### Routed metal, one colour a layer

The bar under the picture is 20 um long.
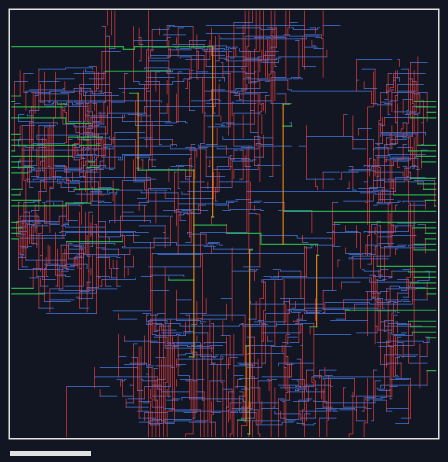
### I/O nets highlighted

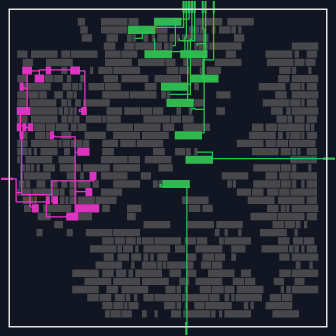
### Cells by drive strength

The bar under the picture is 20 um long.
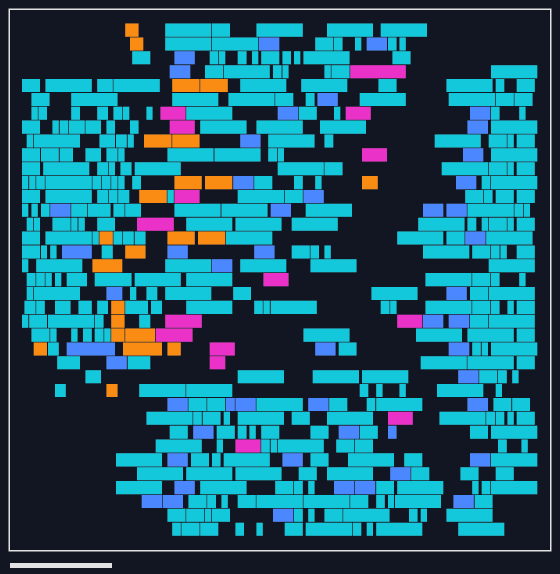
### Clock nets

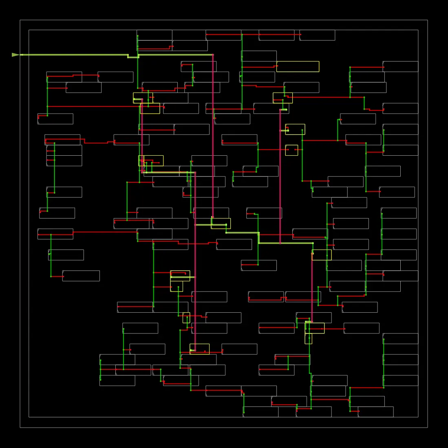
### Sequential cells grouped by signal name

The bar under the picture is 20 um long. Other sequential cells in the stronger grey, the rest of the logic in the fainter grey.
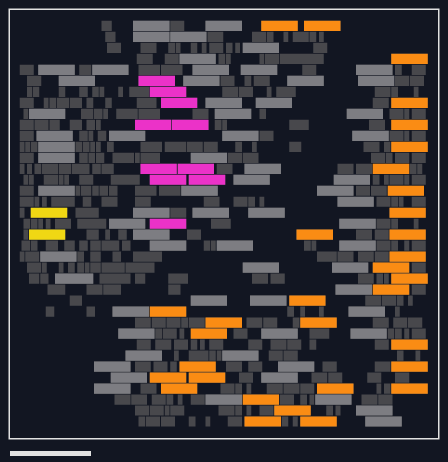
**src/rtl/fetch_sequencer.sv**
```systemverilog
// Fetch sequencer: owns the fetch PC, drives the synchronous instruction
// memory and hands returned words to decode through a small FIFO.
module fetch_sequencer #(
    parameter int          ADDR_W   = 10,
    parameter int          DATA_W   = 32,
    parameter int          DEPTH    = 2,
    parameter int unsigned RESET_PC = 0
) (
    input  logic              clk,
    input  logic              reset,
    input  logic              start,
    input  logic              halt,
    input  logic              redirect_valid,
    input  logic [ADDR_W-1:0] redirect_pc,
    output logic [ADDR_W-1:0] imem_addr,
    input  logic [DATA_W-1:0] imem_rdata,
    output logic              if_valid,
    output logic [DATA_W-1:0] if_instr,
    output logic [ADDR_W-1:0] if_pc,
    input  logic              if_ready,
    output logic              running
);

    localparam int CNT_W = $clog2(DEPTH + 1);

    typedef enum logic [1:0] {
        S_IDLE,
        S_RUN,
        S_HALTED
    } state_e;

    state_e            state_q, state_d;
    logic [ADDR_W-1:0] fetch_pc_q, fetch_pc_d;
    logic [ADDR_W-1:0] pend_pc_q, pend_pc_d;
    logic              resp_pending_q, resp_pending_d;
    logic              squash_q, squash_d;
    logic [CNT_W-1:0]  count_q, count_d;
    logic [DATA_W-1:0] instr_q [DEPTH];
    logic [DATA_W-1:0] instr_d [DEPTH];
    logic [ADDR_W-1:0] pcbuf_q [DEPTH];
    logic [ADDR_W-1:0] pcbuf_d [DEPTH];

    logic              pop;
    logic              push;
    logic              issue;
    int                occ;
    int                wr_idx;

    // Handshake, issue and push qualifiers.
    always_comb begin
        pop    = (count_q != '0) && if_ready;
        occ    = int'(count_q) + int'(resp_pending_q) - int'(pop);
        issue  = (state_q == S_RUN) && !halt && !redirect_valid
                 && (occ < DEPTH);
        push   = resp_pending_q && !squash_q && !redirect_valid;
        wr_idx = int'(count_q) - int'(pop);
    end

    // Run-state transitions; halt wins over start while running.
    always_comb begin
        state_d = state_q;
        unique case (state_q)
            S_IDLE:   if (start) state_d = S_RUN;
            S_RUN:    if (halt) state_d = S_HALTED;
            S_HALTED: if (start && !halt) state_d = S_RUN;
            default:  state_d = S_IDLE;
        endcase
    end

    // Fetch PC, outstanding-response tracking and redirect squash.
    always_comb begin
        fetch_pc_d     = fetch_pc_q;
        pend_pc_d      = pend_pc_q;
        resp_pending_d = issue;
        squash_d       = 1'b0;
        if (issue) begin
            pend_pc_d  = fetch_pc_q;
            fetch_pc_d = fetch_pc_q + 1'b1;
        end
        if (redirect_valid) begin
            fetch_pc_d = redirect_pc;
            squash_d   = resp_pending_q;
        end
    end

    // Shift-register FIFO; head stays put when the last entry pops.
    always_comb begin
        instr_d = instr_q;
        pcbuf_d = pcbuf_q;
        count_d = count_q;
        if (redirect_valid) begin
            count_d = '0;
        end else begin
            for (int i = 0; i < DEPTH - 1; i++) begin
                if (pop && (i + 1 < int'(count_q))) begin
                    instr_d[i] = instr_q[i+1];
                    pcbuf_d[i] = pcbuf_q[i+1];
                end
            end
            for (int i = 0; i < DEPTH; i++) begin
                if (push && (i == wr_idx)) begin
                    instr_d[i] = imem_rdata;
                    pcbuf_d[i] = pend_pc_q;
                end
            end
            count_d = count_q + CNT_W'(push) - CNT_W'(pop);
        end
    end

    // State registers with asynchronous clear.
    always_ff @(posedge clk or negedge reset) begin
        if (!reset) begin
            state_q        <= S_IDLE;
            fetch_pc_q     <= ADDR_W'(RESET_PC);
            pend_pc_q      <= '0;
            resp_pending_q <= 1'b0;
            squash_q       <= 1'b0;
            count_q        <= '0;
            for (int i = 0; i < DEPTH; i++) begin
                instr_q[i] <= '0;
                pcbuf_q[i] <= '0;
            end
        end else begin
            state_q        <= state_d;
            fetch_pc_q     <= fetch_pc_d;
            pend_pc_q      <= pend_pc_d;
            resp_pending_q <= resp_pending_d;
            squash_q       <= squash_d;
            count_q        <= count_d;
            instr_q        <= instr_d;
            pcbuf_q        <= pcbuf_d;
        end
    end

    assign imem_addr = fetch_pc_q;
    assign if_valid  = (count_q != '0);
    assign if_instr  = instr_q[0];
    assign if_pc     = pcbuf_q[0];
    assign running   = (state_q == S_RUN);

endmodule

```
**config.mk**
```make
export PLATFORM = sky130hd
export DESIGN_NAME = fetch_sequencer
export DESIGN_NICKNAME = d
export VERILOG_FILES = /design/src/rtl/fetch_sequencer.sv
export SDC_FILE = /design/constraint.sdc
export NUM_CORES = 1
export LEC_CHECK = 0
export CORE_MARGIN = 2
export CORE_UTILIZATION = 50
export CTS_CLUSTER_SIZE = 14
export DETAILED_ROUTE_END_ITERATION = 8
export DONT_BUFFER_PORTS = 1
export HOLD_SLACK_MARGIN = 0.02
export PLACE_DENSITY = 0.76
export RECOVER_POWER = 50
export SLEW_MARGIN = 20
export SYNTH_ARGS = -nofsm -noshare
export SYNTH_HDL_FRONTEND = slang
export SYNTH_SLANG_ARGS = --single-unit
export TNS_END_PERCENT = 10
```
**constraint.sdc**
```tcl
create_clock -name clk -period 2.7 [get_ports clk]
set_clock_uncertainty 0.05 [all_clocks]
set_input_delay 0.27 -clock clk [delete_from_list [all_inputs] [get_ports clk]]
set_output_delay 0.27 -clock clk [all_outputs]
set_load 0.05 [all_outputs]
```
==> results.ini <==
[route]
dr_wl_met2_um = 4800
remaining_drc_errors = 0
top_layer = met4
ant_nets = 0
wl_met3_um = 548
totalWireLength_um = 9760
via_per_inst = 5.33

[grt]
grt_pass1_vias = 3348
met1_usage_pct = 22.0
grt_max_degree = 111
grt_pass1_wl_um = 16300
use_met2_pct = 31.2
antenna_found_initial = 0

[critical_path]
worst_ep_required_time_ns = 2.91
crit_buf_inv = 1
cp-start-kind = flop
critPathTopFamily = simple AND/OR/NAND/NOR gates
critPathMaxStageDelay_ns = 0.47
cpMaxStageDelayCell = dfrtp_1

[placement]
place_ws_ns = 0.141
routabilityCongestion = 0.849

[synth]
avgSynthCellArea_um2 = 11.7
syn_inst = 444
yosysTopAreaCell = dfrtp_1
synth_top_area_share_pct = 53.0
synth_flops = 110

[timing]
finalHoldViolations = 110
holdWs_ns = -0.455
rsz0062_at_grt = no
min_period_ns = 2.56
setup_viol = 0

[floorplanning]
fp_util_pct = 51.0
core-area_um2 = 10200
num_rows = 37

[flow_run]
warnings = 32

[outcome]
status = finished, violations left
failed_checks = negative hold slack

[clock_network]
cts_tree = done
cts_root_buffer = clkbuf_8
clock_path_buffers = 2
cts_buffers = 9
cts_resized = 0

[cells_and_area]
final-comb-area_um2 = 1990
seq_cells = 110
n_all_inverters = 7
final_common_cell = dfrtp_1
clock_cell_area_share_pct = 3.47
buffer_area_share_pct = 10.2
sh_comb_area_pct = 34.8
num-multi-input-gates = 262

Back to the opening pictures, 'Routed metal, one colour a layer':
metal 4 -> orange  # wire length 224 um
metal 2 -> red  # wire length 4800 um
metal 1 -> blue  # wire length 4180 um
metal 3 -> green  # wire length 549 um

Back to the opening pictures, 'I/O nets highlighted':
redirect_valid -> magenta  # bits 1, direction input, end cells 25, buffers 1, wire 212 um
if_pc -> green  # bits 10, direction output, end cells 10, buffers 0, wire 344 um
IO Port Bufs: 0
# IOs: 102

Back to the opening pictures, 'Cells by drive strength':
_2 cells -> blue  # cells 50, share 11%, most used mux2_2
_6 and larger -> magenta  # cells 15, share 3.3%, most used clkbuf_8
_3 and _4 cells -> orange  # cells 23, share 5.1%, most used mux2_4
_0 and _1 cells -> cyan  # cells 366, share 81%, most used dfrtp_1

Back to the opening pictures, 'Clock nets':
clock sinks: 110
Late-Pin Clk Latency: 0.37 ns

Back to the opening pictures, 'Sequential cells grouped by signal name':
if_instr -> orange  # flops 32
state_q -> yellow  # flops 2
pend_pc_q -> magenta  # flops 10
not coloured = 66
Final Util: 56.2%
Seq area share: 48.1%
Seq. pwr: 3.38 mW

==> logic make-up after synthesis <==
group / Yosys count / synth area share (%)
AOI/OAI and AO/OA: 60 / 6.07
xor gates and xnor gates: 9 / 1.66
adders and majority gates: 5 / 1.35
buffers and inverters: 72 / 9.03
DFF: 110 / 53.0
muxes: 96 / 20.4
and+or+nand+nor: 92 / 8.50
==> synth_stat cells, types with 2 or more instances <==
cell / count
buf_2: 10
buf_4: 45
buf_6: 2
clkbuf_1: 6
clkbuf_2: 2
dfrtp_1: 110
ha_1: 4
inv_1: 7
mux2_2: 44
mux2_4: 9
mux2i_1: 43
nand2_1: 59
nand3_1: 3
nand4_1: 2
nor2_1: 4
nor2b_1: 3
nor3_1: 4
nor4_1: 6
o21ai_0: 28
o21ai_1: 26
or2_1: 2
or3_1: 2
xnor2_1: 6
xor2_1: 2
==> worst paths after layout <==
kind,start,endpoint,cells after the start,slack (ns)
min in group clk,imem_rdata[25],if_instr[25]$_DFFE_PN0P_,2,0.04
setup / recovery,count_q[0]$_DFF_PN0_,pend_pc_q[9]$_DFFE_PN0P_,8,0.14
hold reg to reg,instr_q[11]$_DFFE_PN0P_,instr_q[11]$_DFFE_PN0P_,1,0.46
hold / removal,reset,instr_q[4]$_DFFE_PN0P_,0,-0.46
setup reg to reg,count_q[0]$_DFF_PN0_,pend_pc_q[9]$_DFFE_PN0P_,8,0.14
max in group asynchronous,reset,count_q[1]$_DFF_PN0_,0,2.85
==> where the power goes <==
| group | switching [mW] | internal (mW) |
|---|---|---|
| clock network | 0.548 | 0.457 |
| registers | 1.26 | 2.11 |
| logic | 0.507 | 0.535 |
No activity file was given, so power comes from the tool's default toggle rates.
